**Metal 1**

Bar = 20 um. Supply wires on this layer in gray.
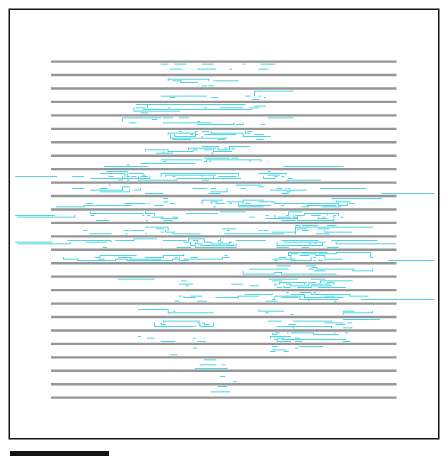
**M2 wires**

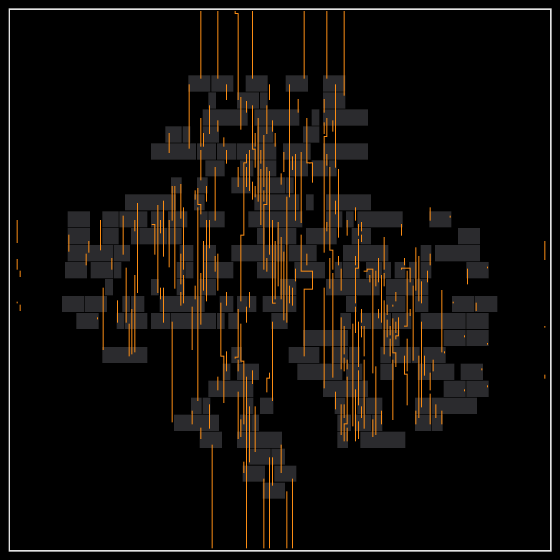
**The metal 3 layer**

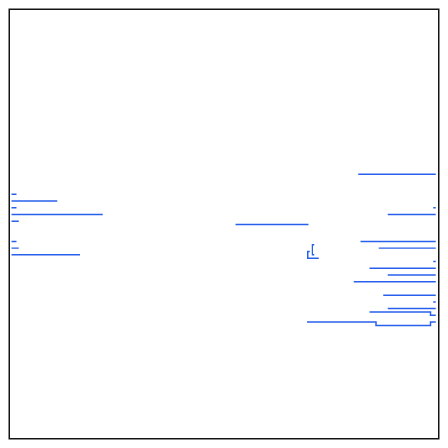
[src/rtl/thermo_decoder_pipe.sv]
// thermo_decoder_pipe: pipelined thermometer-code decoder with a valid/ready stream.
// Checks an N-bit LSB-first thermometer code for legality and presents a registered
// one-hot line select (per-transaction polarity), a binary level and a legality flag.
// A saturating counter tracks accepted illegal codes.
//
// Build option: define THERMO_DECODER_BUBBLE_CORRECT_EN to decode illegal (bubbled)
// codes by population count instead of forcing level 0 / no active line.
module thermo_decoder_pipe #(
  parameter int unsigned N     = 7,
  parameter int unsigned ERR_W = 8,
  localparam int unsigned LW   = $clog2(N + 1)
) (
  input  logic             clock,
  input  logic             reset,
  input  logic             in_valid,
  output logic             in_ready,
  input  logic [N-1:0]     a,
  input  logic             active_low,
  output logic             out_valid,
  input  logic             out_ready,
  output logic [N:0]       y,
  output logic [LW-1:0]    level,
  output logic             code_ok,
  output logic [ERR_W-1:0] err_count,
  input  logic             err_clear
);

  localparam logic [ERR_W-1:0] ErrMax = {ERR_W{1'b1}};

  logic             out_valid_q, out_valid_d;
  logic [N:0]       y_q, y_d;
  logic [LW-1:0]    level_q, level_d;
  logic             code_ok_q, code_ok_d;
  logic [ERR_W-1:0] err_q, err_d;

  logic             accept;
  logic [N:0]       a_ext;
  logic             dec_legal;
  logic [LW-1:0]    dec_pop;
  logic [LW-1:0]    dec_level;
  logic [N:0]       dec_onehot;

  // Single register stage without a skid buffer: ready whenever the slot is free or draining.
  assign in_ready = ~out_valid_q | out_ready;
  assign accept   = in_valid & in_ready;

  // Legality and level decode of the incoming code.
  always_comb begin
    a_ext     = {1'b0, a};
    // (2^k)-1 is exactly the set of values with no carry overlap when incremented.
    dec_legal = ((a_ext + (N + 1)'(1)) & a_ext) == '0;
    dec_pop   = '0;
    for (int i = 0; i < int'(N); i++) begin
      dec_pop = dec_pop + LW'(a[i]);
    end
`ifdef THERMO_DECODER_BUBBLE_CORRECT_EN
    // Bubbled codes snap to the level given by their count of ones.
    dec_level  = dec_pop;
    dec_onehot = (N + 1)'(1) << dec_pop;
`else
    // Bubbled codes select no line and report level 0.
    dec_level  = dec_legal ? dec_pop : '0;
    dec_onehot = dec_legal ? ((N + 1)'(1) << dec_pop) : '0;
`endif
  end

  // Next state of the output stage and the error counter.
  always_comb begin
    out_valid_d = out_valid_q;
    y_d         = y_q;
    level_d     = level_q;
    code_ok_d   = code_ok_q;
    err_d       = err_q;

    if (accept) begin
      out_valid_d = 1'b1;
      y_d         = dec_onehot ^ {(N + 1){active_low}};
      level_d     = dec_level;
      code_ok_d   = dec_legal;
    end else if (out_ready) begin
      out_valid_d = 1'b0;
    end

    if (accept && !dec_legal) begin
      // A clear in the same cycle as an illegal accept still records that accept.
      if (err_clear) begin
        err_d = ERR_W'(1);
      end else if (err_q != ErrMax) begin
        err_d = err_q + ERR_W'(1);
      end
    end else if (err_clear) begin
      err_d = '0;
    end
  end

  // State registers with synchronous reset; reset discards any pending transaction.
  always_ff @(posedge clock) begin
    if (reset) begin
      out_valid_q <= 1'b0;
      y_q         <= '0;
      level_q     <= '0;
      code_ok_q   <= 1'b0;
      err_q       <= '0;
    end else begin
      out_valid_q <= out_valid_d;
      y_q         <= y_d;
      level_q     <= level_d;
      code_ok_q   <= code_ok_d;
      err_q       <= err_d;
    end
  end

  assign out_valid = out_valid_q;
  assign y         = y_q;
  assign level     = level_q;
  assign code_ok   = code_ok_q;
  assign err_count = err_q;

endmodule

[config.mk]
export PLATFORM = sky130hd
export DESIGN_NAME = thermo_decoder_pipe
export DESIGN_NICKNAME = d
export VERILOG_FILES = /design/src/rtl/thermo_decoder_pipe.sv
export SDC_FILE = /design/constraint.sdc
export NUM_CORES = 1
export LEC_CHECK = 0
export CORE_MARGIN = 8
export CORE_UTILIZATION = 25
export DETAILED_ROUTE_END_ITERATION = 6
export GPL_TIMING_DRIVEN = 1
export SLEW_MARGIN = 10
export SYNTH_ARGS = -nofsm -noshare
export SYNTH_HDL_FRONTEND = slang
export SYNTH_SLANG_ARGS = --single-unit
[constraint.sdc]
create_clock -name clock -period 3.6 [get_ports clock]
set_input_delay 0.36 -clock clock [delete_from_list [all_inputs] [get_ports clock]]
set_output_delay 0.36 -clock clock [all_outputs]
set_load 0.01 [all_outputs]
==> metrics.json <==
{
  "cells_and_area": {
    "num-fill-cells": 514,
    "finish.instance_area_um2": 1740,
    "register_area_um2": 420,
    "bufAreaShareNonClock_pct": 21.7,
    "non_clock_inverter_count": 9,
    "postLayoutCoreUtil_pct": 36.6,
    "seqAreaFraction_pct": 24.2,
    "clock_area_share_pct": 2.59,
    "layout.area.comb_um2": 777,
    "seq_cells": 21,
    "area_dominant_class": "multi-input combinational cells",
    "layout-drive-gt1-share_pct": 10.6,
    "n_antenna_cell": 0,
    "comb-cell-share_pct": 44.7,
    "finalNonFillerCells": 246,
    "signal_buffers": 39,
    "comb.multi_input.count": 106
  },
  "global_route": {
    "antenna_found_initial": 0,
    "grt_pass1_wl_um": 5180,
    "gr_usage_total_pct": 8.36
  },
  "worst_setup_path": {
    "timing.critical_path.to_type": "flop",
    "critical_path.slowest_cell": "fa_1",
    "rrSetupSlack_ps": 1670,
    "worst_path_largest_cell_delay_ps": 540,
    "critPathLaunchType": "primary input",
    "timing.critical_path.depth": 12,
    "worst-path-max-fanout": 4
  },
  "synthesis": {
    "yosys_area_um2": 1250,
    "post_synth_most_frequent_cells": "21 x dfxtp_1, 16 x nor2_1, 10 x a21oi_1",
    "avgSynthCellArea_um2": 8.65,
    "topCellsByArea": "dfxtp_1 34%, fa_1 6.4%, nor2_1 4.8%",
    "yosys.area.top_type": "dfxtp_1"
  },
  "route": {
    "met2RoutedLength_um": 1380,
    "drc": 0,
    "route.layer.met1.wl_um": 1440
  },
  "cts": {
    "path_clk_slew_ps": 80,
    "tritoncts_clock_tree": "built",
    "cts_root_buffer": "clkbuf_8",
    "cts_buffers": 3,
    "cts_num_sinks": 21,
    "worst_skew_pair.late_latency_ps": 250,
    "cts_hold_bufs": 0
  },
  "die": {
    "taps": 67,
    "die.size.x_um": 86.6,
    "initial_core_util_pct": 26.2,
    "num_rows": 25,
    "dieHeight_um": 86.6
  },
  "status": {
    "outcome": "finished, final reports clean"
  },
  "power_and_ir_drop": {
    "p_leak_nw": 0.594,
    "ir_worst_vdd_uv": 128,
    "totalPowerFinal_mw": 0.575
  },
  "timing": {
    "postLayoutSetupSlackWorst_ps": 127,
    "unrepaired_setup_endpoints_after_global_routing": "false",
    "timing.clock.skew_ps": 3.16,
    "slew_viol_final": 0,
    "timing.hold.ws_ps": 457,
    "hold_viol_final": 0
  },
  "flow_run": {
    "tally_of_openroad_warnings": 28
  },
  "placed_design": {
    "placedCellCount": 242,
    "worst_setup_slack_after_placement_ps": -207,
    "hpwl_um": 2380
  }
}
Back to the opening pictures, 'metal 1':
- nets with wire on the layer: 171
- wire length on this layer: 1440 um
- share of all routed wire: 47%
via total after detailed routing: 1137
total length of routed wires: 3060 um
global routing usage on met1: 10.4%

Back to the opening pictures, 'M2 wires':
- share of all routed wire: 45%
- wire length on this layer: 1390 um
- main direction: vertical
- longest straight run: 30.9 um
- nets with wire on the layer: 172
GR Util met2: 13.1%

Back to the opening pictures, 'the metal 3 layer':
- wire length on this layer: 217 um
- nets with wire on the layer: 24
global routing met3 resource utilization: 2.84%

-- logic make-up after synthesis --
kind of cell               synth area share, %
AOI/OAI and AO/OA                         18.1
xor gates and xnor gates                  5.62
adders and majority gates                 9.44
buffers and inverters                     5.92
DFF                                       33.7
and+or+nand+nor                           27.2
-- placed cells by master (no fill, tap or decap), types with 2 or more instances in the layout --
master	netlist	layout
nor2_1	16	16
o21ai_0	4	4
nor2b_1	3	3
nor4_1	2	2
clkbuf_8	0	3
nor3_1	4	3
fa_1	4	3
nand4b_1	2	2
o31ai_1	4	4
a211oi_1	6	6
nand3_1	5	5
or4_1	4	4
dfxtp_1	21	21
clkdlybuf4s50_1	0	34
nand4_1	3	3
buf_4	1	5
xor2_1	4	4
a21oi_1	10	10
inv_1	9	9
xnor2_1	4	4
nor4b_4	0	2
ha_1	3	3
nand2_1	7	7
nand2b_1	2	2
a211oi_2	2	2
-- power breakdown --
part | switching (mW) | internal [mW]
logic | 0.0910 | 0.0813
clock network | 0.0747 | 0.0787
registers | 0.00638 | 0.243
total | 0.172 | 0.403
-- repair_timing --
item | in CTS | in global routing
endpoints found under the setup margin | 0 | 4
hold endpoints to repair | 0 | 0
gates resized | 0 | 4
-- how the worst min path moves through the flow --
stage	slack [ps]	cells past startpoint	from	end
after floorplan	420	1	reset	y[0]$_SDFFE_PP0P_
after detailed placement	450	2	level[2]$_SDFFE_PP0P_	level[2]$_SDFFE_PP0P_
after CTS	460	2	level[2]$_SDFFE_PP0P_	level[2]$_SDFFE_PP0P_
after global routing	480	2	level[2]$_SDFFE_PP0P_	level[2]$_SDFFE_PP0P_
after global placement	450	2	level[2]$_SDFFE_PP0P_	level[2]$_SDFFE_PP0P_
final	460	2	level[2]$_SDFFE_PP0P_	level[2]$_SDFFE_PP0P_
Power is estimated from default activity; no workload was simulated.
